Run 1, gate-type map:
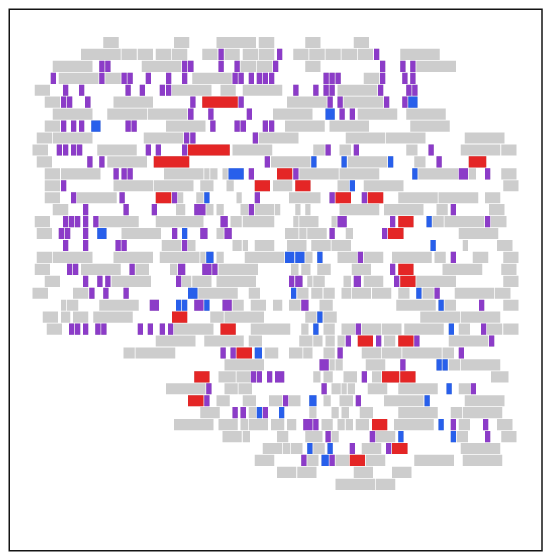
Run 1, the metal 1 layer:
Supply wires on this layer in gray.
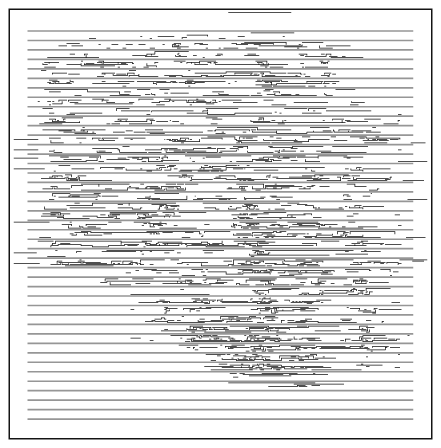
Run 1, the clock network:
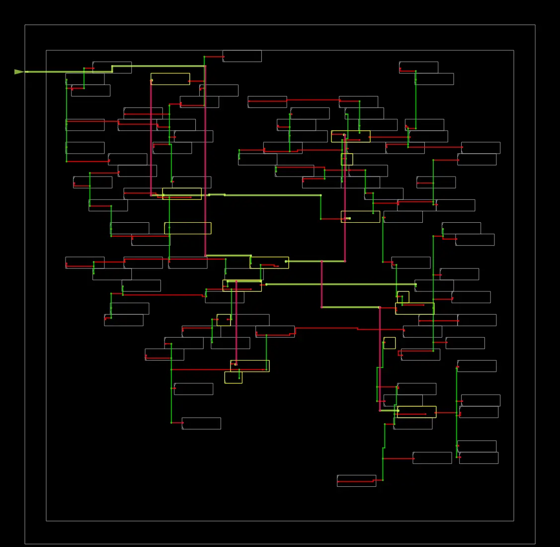
**config.mk**
```make
export PLATFORM = sky130hd
export DESIGN_NAME = dec_to_hex
export DESIGN_NICKNAME = d
export VERILOG_FILES = /design/src/rtl/dec_to_hex.sv
export SDC_FILE = /design/constraint.sdc
export NUM_CORES = 1
export LEC_CHECK = 0
export CORE_AREA = 5 5 116 118
export CTS_CLUSTER_SIZE = 8
export DETAILED_ROUTE_END_ITERATION = 10
export DIE_AREA = 0 0 121 123
export GPL_ROUTABILITY_DRIVEN = 0
export GPL_TIMING_DRIVEN = 1
export SLEW_MARGIN = 20
export SYNTH_ARGS = -nofsm -noshare
export SYNTH_HDL_FRONTEND = slang
export SYNTH_SLANG_ARGS = --single-unit
```
**constraint.sdc**
```tcl
create_clock -name clk_i -period 5.2 [get_ports clk_i]
set_clock_uncertainty 0.1 [all_clocks]
set_input_delay 0.78 -clock clk_i [delete_from_list [all_inputs] [get_ports clk_i]]
set_output_delay 0.78 -clock clk_i [all_outputs]
set_load 0.01 [all_outputs]
```
**src/rtl/dec_to_hex.sv**
```systemverilog
// rtl/dec_to_hex.sv - sequential BCD-digit vector to unsigned binary converter
module dec_to_hex #(
    parameter int NUM_DIGITS = 5,
    parameter int OUT_W      = 16
) (
    input  logic                       clk_i,
    input  logic                       rst_ni,
    input  logic                       start_i,
    input  logic [NUM_DIGITS-1:0][7:0] dec_i,
    output logic                       busy_o,
    output logic                       done_o,
    output logic [OUT_W-1:0]           hex_o,
    output logic                       ovf_o,
    output logic                       err_o
);

    localparam int IDX_W = (NUM_DIGITS > 1) ? $clog2(NUM_DIGITS) : 1;
    localparam int ACC_W = OUT_W + 4;

    typedef enum logic [1:0] {
        ST_IDLE = 2'd0,
        ST_CONV = 2'd1,
        ST_DONE = 2'd2
    } state_e;

    state_e                      state_q, state_d;
    logic [NUM_DIGITS-1:0][7:0]  dig_q, dig_d;
    logic [ACC_W-1:0]            acc_q, acc_d;
    logic [IDX_W-1:0]            idx_q, idx_d;
    logic                        ovf_q, ovf_d;
    logic                        err_q, err_d;
    logic [OUT_W-1:0]            hex_q, hex_d;
    logic                        ovf_out_q, ovf_out_d;
    logic                        err_out_q, err_out_d;
    logic                        done_q, done_d;

    logic [7:0]                  cur_digit;
    logic                        digit_bad;
    logic [ACC_W-1:0]            acc_step;
    logic                        step_ovf;

    // The accumulator is below 2^OUT_W before every step, so the four
    // spare bits absorb acc*10+9 without wrapping.
    always_comb begin
        cur_digit = dig_q[idx_q];
        digit_bad = (cur_digit[7:4] != 4'd0) || (cur_digit[3:0] > 4'd9);
        acc_step  = (acc_q << 3) + (acc_q << 1) + ACC_W'(cur_digit[3:0]);
        step_ovf  = |acc_step[ACC_W-1:OUT_W];
    end

    always_comb begin
        state_d   = state_q;
        dig_d     = dig_q;
        acc_d     = acc_q;
        idx_d     = idx_q;
        ovf_d     = ovf_q;
        err_d     = err_q;
        hex_d     = hex_q;
        ovf_out_d = ovf_out_q;
        err_out_d = err_out_q;
        done_d    = 1'b0;

        case (state_q)
            ST_IDLE: begin
                if (start_i) begin
                    dig_d   = dec_i;
                    acc_d   = '0;
                    ovf_d   = 1'b0;
                    err_d   = 1'b0;
                    idx_d   = IDX_W'(NUM_DIGITS - 1);
                    state_d = ST_CONV;
                end
            end
            ST_CONV: begin
                if (digit_bad) begin
                    err_d = 1'b1;
                end else if (!ovf_q) begin
                    acc_d = acc_step;
                    if (step_ovf) begin
                        ovf_d = 1'b1;
                    end
                end
                if (idx_q == '0) begin
                    state_d = ST_DONE;
                end else begin
                    idx_d = idx_q - IDX_W'(1);
                end
            end
            ST_DONE: begin
                done_d  = 1'b1;
                state_d = ST_IDLE;
                if (err_q) begin
                    hex_d     = '0;
                    err_out_d = 1'b1;
                    ovf_out_d = 1'b0;
                end else if (ovf_q) begin
                    hex_d     = '1;
                    err_out_d = 1'b0;
                    ovf_out_d = 1'b1;
                end else begin
                    hex_d     = acc_q[OUT_W-1:0];
                    err_out_d = 1'b0;
                    ovf_out_d = 1'b0;
                end
            end
            default: begin
                state_d = ST_IDLE;
            end
        endcase
    end

    always_ff @(posedge clk_i or negedge rst_ni) begin
        if (!rst_ni) begin
            state_q   <= ST_IDLE;
            dig_q     <= '0;
            acc_q     <= '0;
            idx_q     <= '0;
            ovf_q     <= 1'b0;
            err_q     <= 1'b0;
            hex_q     <= '0;
            ovf_out_q <= 1'b0;
            err_out_q <= 1'b0;
            done_q    <= 1'b0;
        end else begin
            state_q   <= state_d;
            dig_q     <= dig_d;
            acc_q     <= acc_d;
            idx_q     <= idx_d;
            ovf_q     <= ovf_d;
            err_q     <= err_d;
            hex_q     <= hex_d;
            ovf_out_q <= ovf_out_d;
            err_out_q <= err_out_d;
            done_q    <= done_d;
        end
    end

    assign busy_o = (state_q != ST_IDLE);
    assign done_o = done_q;
    assign hex_o  = hex_q;
    assign ovf_o  = ovf_out_q;
    assign err_o  = err_out_q;

endmodule

```
==> GITHUB_STEP_SUMMARY, run 1 <==
### Flow metrics

| Metric | Value |
|---|---|
| Outcome | completed |
| Critical setup path kind | register to register |
| Clock buffer count from CTS | 9 |
| GR Util All Layers | 15.3% |
| Max cap viols | 0 |
| Die ar. | 14900 µm² |
| Placement row count | 41 |
| Buf/Inv on CP | 2 |
| Mux frac, synth | 6.37% |
| Flip-flops with a built-in enable | 0 |
| Worst setup SP type | register |
| Dominant register cell | dfrtp_1 |
| Reg-to-reg endpoint | acc_q[14] |
| Asr flop ratio synth | 100% |
| Init Core Util | 38.6% |
| Top non-seq family | simple AND/OR/NAND/NOR gates |
| Fmax achieved | 261 MHz |
| Aoi/oai-family share of the synthesized area | 10.7% |
| Fraction of layout cells with a size suffix above 1 | 4.58% |
| Gr ovfl total | 0 |
| Commonest Layout Cell | nand2_1 |
| Synth-to-Final Area Change | 21.9% |
| Die width | 121 µm |
| Multi-input logic area | 2460 µm² |
| Final setup vio count | 0 |
| Number of fillers in the final layout | 1199 |
| Fin. Hold Viols | 0 |
| Hpwl dp | 7980 µm |
| First-pass GRT wire length | 18300 µm |
| Worst path slowest cell | mux4_1 |
| Leading area contributor after synthesis | dfrtp_1 |
| Total Power | 3.22 mW |
| CP Cell Sequence | mux4_1, inv_1, o21ai_0, ha_1, ha_1, inv_1, fa_1, nor2b_1, o31ai_1, a31oi_1, a31oi_1, o21ai_0, xnor2_1, mux2i_1 |
| OpenROAD warning count | 27 |
| Yosys simple share | 21.2% |
| Synth top area share | 44.5% |
| YS chip area | 4780 µm² |
| Resized Gates After CTS | 0 |
| XORs/XNORs by Area | 2.93% |
| VDD IR max | 0.205 mV |
| Routed vias/inst | 4.91 |
| # diodes | 0 |
| Cell Type Count | 48 |
| Hold Buf Count CTS | 0 |
| Cell family with most CP delay | AND-OR/OR-AND gates |
| RR Startpoint | idx_q[0] |
| Crit. End Element | register |
| Hold slack | 0.358 ns |
| Final Max Slew Viols | 0 |
| Netlist Area Pre-Place | 4780 µm² |
| Antenna Nets Post-Route | 0 |
| Worst slew pin tran | 0.752 ns |
| Final Cycle Share | 73.7% |
| Largest net degree at the start of global routing | 86 |
| Critical Path Max Stage Delay | 0.64 ns |
| DRT iter0 DRCs | 233 |
| Post-layout net count | 667 |
| Initial antenna violation count | 0 |
| Root Driver | clkbuf_16 |
| Fin area | 5820 µm² |
| DRT Pass-1 Iters | 4 |
| Setup slack, reg-to-reg | 1.37 ns |
| Tmin final | 3.83 ns |
| DR DRC count | 0 |
| Adder Share, Synth | 10.3% |
| Top Layout Cells | nand2_1 (183), dfrtp_1 (85), clkdlybuf4s50_1 (61), ha_1 (36), nor2_1 (30) |
| Synth warn | 0 |
| RSZ-0062 raised after global routing | no |
| Post-synth regs | 85 |
| Crit path max fanout | 11 |
| PD cells | 552 nW/µm² |
| Register area share after synthesis | 44.5% |
| Post-layout util | 47.1% |
| Total core area | 12400 µm² |
| Slew HR | 49.9% |
| CP arrival | 3.96 ns |
| Syn_area_per_cell | 8.91 µm² |
| Clock-pin transition on the worst setup and hold timing paths | 0.07 ns |
| Routed wire per std cell | 14.0 µm |
| Yosys stat cell total | 536 |
| CP required | 5.32 ns |
| Vias in the first global route | 3758 |
| Reg area | 2130 µm² |
| Chip Height | 123 µm |
| H-tree depth | 3 |
| Setup TNS | 0 ns |
| Placed cell areas | 5520 µm² |
| IO buf count | 62 |
| Leak | 2.87 nW |
| Syn nets | 617 |
| CTS tree | done |
| Max Buffers Root-to-Sink | 2 |
| Worst r2r path cells | 14 |
| Top cells, area | dfrtp_1 (45%), nand2_1 (14%), ha_1 (9.4%) |
| I/O pin total | 63 |
| Worst hold path class | primary input to async pin |
| Cells after Synth | 536 |
| Setup bufs post-CTS | 0 |
## Picture notes: 'gate-type map'
| family | color | cells | most used |
|---|---|---|---|
| multiplexers | red | 26 | mux2i_1 |
| NAND gates | purple | 200 | nand2_1 |
| NOR gates | blue | 42 | nor2_1 |

## Picture notes: 'the metal 1 layer'
wire length on this layer: 5160 µm
nets with wire on the layer: 608
longest straight run: 28.3 µm
main direction: horizontal
share of all routed wire: 48%
Routed WL: 10700 µm
routed vias: 3745

## Picture notes: 'the clock network'
CTS Sinks: 85
P_clk: 0.663 mW
Flops: 85
CLK BUF: 9
later-pin clock latency in the skew report: 0.35 ns

[run 1: flip-flops by register name, summed over array words and instances, names as in the netlist]
signal and flops:
err_o 1, err_q 1, state_q 2, done_o 1, acc_q 19, ovf_o 1
idx_q 3, dig_q 40, ovf_q 1, hex_o 16
[run 1: cells in the mapped netlist (7+ instances only)]
cell type,instances
nand3_1,7
xnor2_1,12
o31ai_1,18
clkbuf_1,23
nor2_1,30
o21ai_0,17
nand2_1,184
ha_1,36
mux2i_1,21
dfrtp_1,85
inv_1,16
a21oi_1,14
[run 1: per-stage QoR]
stage,instances,setup WS (ns)
final,762,1.37
after global placement,747,1.49
after global routing,762,1.10
after CTS,762,1.35
after floorplan,536,1.99
after detailed placement,747,1.37
[run 1: layout make-up]
| type | count | share of cell area (%) |
|---|---|---|
| repair buffers | 67 | 11.3 |
| clock buffers | 9 | 3.87 |
| well taps | 172 | 3.70 |
| inverters | 16 | 1.03 |
| multi-input cells | 407 | 42.3 |
| clock inverters | 6 | 1.25 |
| flip-flops and latches | 85 | 36.5 |
[run 1: report_power, final]
group	total (mW)	switching [mW]	internal, mW
logic	1.39	0.759	0.630
registers	1.16	0.241	0.923
clock network	0.663	0.288	0.375
[run 1: layer usage]
layer	part of all wire [%]	vias to the layer above	global-route usage [%]
li1	-	1913	-
met3	4.3	13	2.97
met4	1.5	0	5.10
met5	0	-	0
met1	48	1748	21.3
met2	46	71	24.2
[run 1: worst max path at each step]
stage	to	slack, ns	depth (start not counted)	start
4_1_cts	acc_q[14]	1.35	14	idx_q[0]
2_1_floorplan	acc_q[14]	1.99	14	idx_q[0]
3_5_place_dp	acc_q[14]	1.37	14	idx_q[0]
3_3_place_gp	acc_q[14]	1.49	14	idx_q[0]
6_report	acc_q[14]	1.37	14	idx_q[0]
5_1_grt	acc_q[14]	1.10	14	idx_q[0]
Run 1, the metal 2 layer:
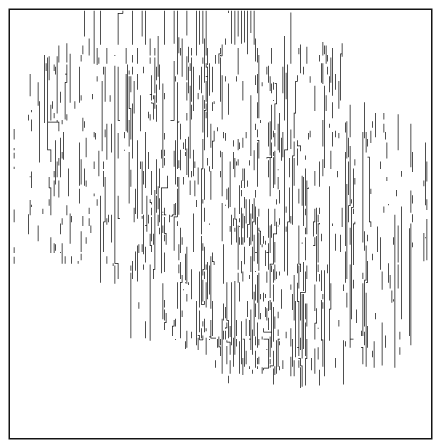

==> run 2, diff against run 1 <==
==> constraint.sdc (replaced) <==
create_clock -name clk_i -period 3.6 [get_ports clk_i]
set_clock_uncertainty 0.1 [all_clocks]
set_input_delay 0.54 -clock clk_i [delete_from_list [all_inputs] [get_ports clk_i]]
set_output_delay 0.54 -clock clk_i [all_outputs]
set_load 0.01 [all_outputs]
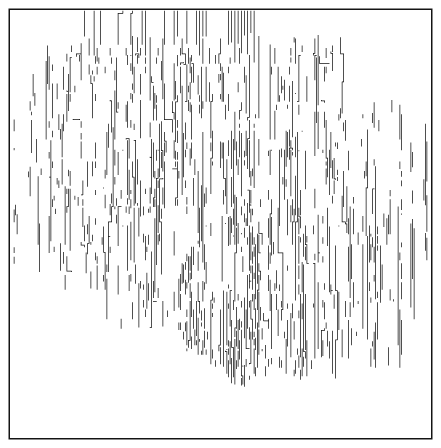
Run 2: the metal 2 layer
main direction: vertical
nets with wire on the layer: 528
wire length on this layer: 4900 µm
share of all routed wire: 46%
longest straight run: 39.8 µm
routed vias: 3733
Routed WL: 10600 µm
met2 usage: 24.0%

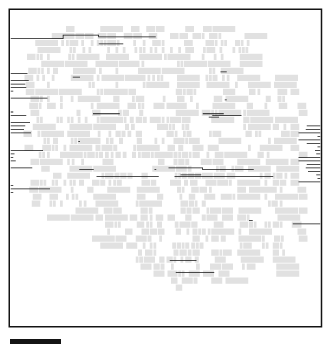
Run 2: met3 routing
Scale bar: 20 µm.
longest straight run: 38.2 µm
main direction: horizontal
share of all routed wire: 4.1%
wire length on this layer: 437 µm
nets with wire on the layer: 49
global-route track usage on met3: 3.06%

==> run 2 against run 1 <==
Clock-buffer cell count up 2. First-iteration DRC count fell by 29%. Fmax increased by 14%. Largest power group unchanged. Highest routed layer unchanged.
==> GITHUB_STEP_SUMMARY, run 2 <==
### Flow metrics

| Metric | Value |
|---|---|
| Register area share after synthesis | 44.5% |
| Placed cell areas | 5560 µm² |
| Crit. End Element | register |
| RSZ-0062 raised after global routing | no |
| CP Cell Sequence | buf_4, mux2i_1, o21ai_0, o21ai_1, fa_1, inv_1, ha_1, a21oi_2, o22ai_2, o22ai_2, o21ai_1, a21oi_1, xnor2_1, a311oi_1 |
| Aoi/oai-family share of the synthesized area | 10.7% |
| Synth warn | 0 |
| DRT Pass-1 Iters | 4 |
| Worst path slowest cell | fa_1 |
| Crit path max fanout | 10 |
| Final setup vio count | 0 |
| IO buf count | 62 |
| Cell Type Count | 48 |
| Net Sw Power | 1.82 mW |
| P_int | 2.83 mW |
| Pre-CTS setup slack | 0.119 ns |
| Layout Cells excl Fill | 768 |
| Resized Gates After CTS | 0 |
| Fin. Hold Viols | 0 |
| Top Layout Cells | nand2_1 (183), dfrtp_1 (85), clkdlybuf4s50_1 (61), ha_1 (36), nor2_1 (30) |
| Dominant register cell | dfrtp_1 |
| XORs/XNORs by Area | 2.93% |
| Setup bufs post-CTS | 0 |
| Multi-input logic area | 2490 µm² |
| Fraction of layout cells with a size suffix above 1 | 6.54% |
| Synth-to-Final Area Change | 23.4% |
| CTS tree | done |
| Tmin final | 3.35 ns |
| Placement row count | 41 |
| CP arrival | 3.49 ns |
| Synth top area share | 44.5% |
| OpenROAD warning count | 27 |
| Slew HR | 38.2% |
| Routed vias/inst | 4.86 |
| Later-pin clock latency in the skew report | 0.33 ns |
| Total Power | 4.65 mW |
| Routed wire per std cell | 13.8 µm |
| Placed Cells | 752 |
| YS chip area | 4780 µm² |
| Initial antenna violation count | 0 |
| Critical setup path kind | register to register |
| Sw frac | 39.1% |
| Leak | 2.92 nW |
| Clock buffer count from CTS | 9 |
| Mux frac, synth | 6.37% |
| Leading area contributor after synthesis | dfrtp_1 |
| Synth top cell by count | nand2_1 |
| Asr flop ratio synth | 100% |
| Max Buffers Root-to-Sink | 2 |
| GR Util All Layers | 15.3% |
| Commonest Layout Cell | nand2_1 |
| Syn_area_per_cell | 8.91 µm² |
| Max cap viols | 0 |
| Worst setup SP type | register |
| Yosys simple share | 21.2% |
| Outcome | completed |
| VDD IR max | 0.305 mV |
| # diodes | 0 |
| Adder Share, Synth | 10.3% |
| Hpwl dp | 8190 µm |
| Die width | 121 µm |
| Syn nets | 617 |
| Cells after Synth | 536 |
| CTS Sinks | 85 |
| Final Cycle Share | 93.1% |
| CP required | 3.73 ns |
| First-pass GRT wire length | 18200 µm |
| Post-layout net count | 672 |
| Buf/Inv on CP | 2 |
| Die ar. | 14900 µm² |
| Hold slack | 0.142 ns |
| Vias in the first global route | 3811 |
| Post-layout util | 47.7% |
| Fmax achieved | 298 MHz |
| Init Core Util | 38.6% |
| Post-synth top cells | nand2_1 (184), dfrtp_1 (85), ha_1 (36) |
| Clock share of power | 20.0% |
| Flop pwr share | 35.3% |
| Critical Path Max Stage Delay | 0.63 ns |
| Flip-flops with a built-in enable | 0 |
| Yosys stat cell total | 536 |
| Setup TNS | 0 ns |
| Hold Buf Count CTS | 0 |
| Top non-seq family | simple AND/OR/NAND/NOR gates |
| Chip Height | 123 µm |
| Top cells, area | dfrtp_1 (45%), nand2_1 (14%), ha_1 (9.4%) |
| Number of fillers in the final layout | 1213 |
| Largest net degree at the start of global routing | 86 |
| Setup slack after layout | 0.249 ns |
| Largest Register | dig_q |
| Fin area | 5890 µm² |
| Root Driver | clkbuf_16 |
| Reg area | 2130 µm² |
| Gr ovfl total | 0 |
| DR DRC count | 0 |
| Final Max Slew Viols | 0 |
| Worst slew pin tran | 0.926 ns |
| Worst hold path class | primary input to async pin |
| Antenna Nets Post-Route | 0 |
| H-tree depth | 3 |
| I/O pin total | 63 |
| Netlist Area Pre-Place | 4780 µm² |
| Total core area | 12400 µm² |
| Combinational share of power | 44.7% |
| Clock-pin transition on the worst setup and hold timing paths | 0.06 ns |
| Cell family with most CP delay | AND-OR/OR-AND gates |
| Max FFs per register | 40 |
| PD cells | 790 nW/µm² |
| DRT iter0 DRCs | 166 |
| Post-synth regs | 85 |
-- run 2: cell counts after synthesis --
Identical to the previous run, type by type.
-- run 2: logic make-up after synthesis --
logic type,count (synthesis)
AOI/OAI and AO/OA,78
xor gates and xnor gates,16
muxes,26
adders and majority gates,38
and+or+nand+nor,249
DFF,85
buffers and inverters,44
-- run 2: per-layer routing --
metal	vias up	global-route usage, %	share of wire, %
met3	10	3.06	4.1
met4	0	5.31	1.4
li1	1915	-	-
met1	1740	21.1	48
met2	68	24.0	46
met5	-	0	0
-- run 2: cell type report --
cell class,instances,share of cell area (%)
multi-input cells,407,42.3
flip-flops and latches,85,36.1
repair buffers,72,11.8
clock buffers,11,4.12
well taps,172,3.65
inverters,16,1.02
clock inverters,5,0.977
-- run 2: path summary, 6_finish.rpt --
check                           slack [ns]  cells past startpoint      from        end
worst max-delay path                  0.25                     14  idx_q[0]      ovf_q
worst min-delay path                  0.14                      1    rst_ni  hex_o[10]
worst max register to register        0.25                     14  idx_q[0]      ovf_q
worst min register to register        0.37                      2  dig_q[2]   dig_q[2]
max in group asynchronous             2.72                      1    rst_ni      ovf_q
min in group clk_i                    0.37                      2  dig_q[2]   dig_q[2]
-- run 2: power groups by stage --
stage / sequential, mW / combinational, mW / clock (mW)
3_3_place_gp: 1.66 / 2.06 / 0
2_1_floorplan: 1.56 / 1.58 / 0
5_1_grt: 1.70 / 2.38 / 0.999
3_5_place_dp: 1.66 / 2.10 / 0
6_report: 1.64 / 2.08 / 0.932
4_1_cts: 1.65 / 2.11 / 0.952
No activity file was given, so power comes from the tool's default toggle rates.
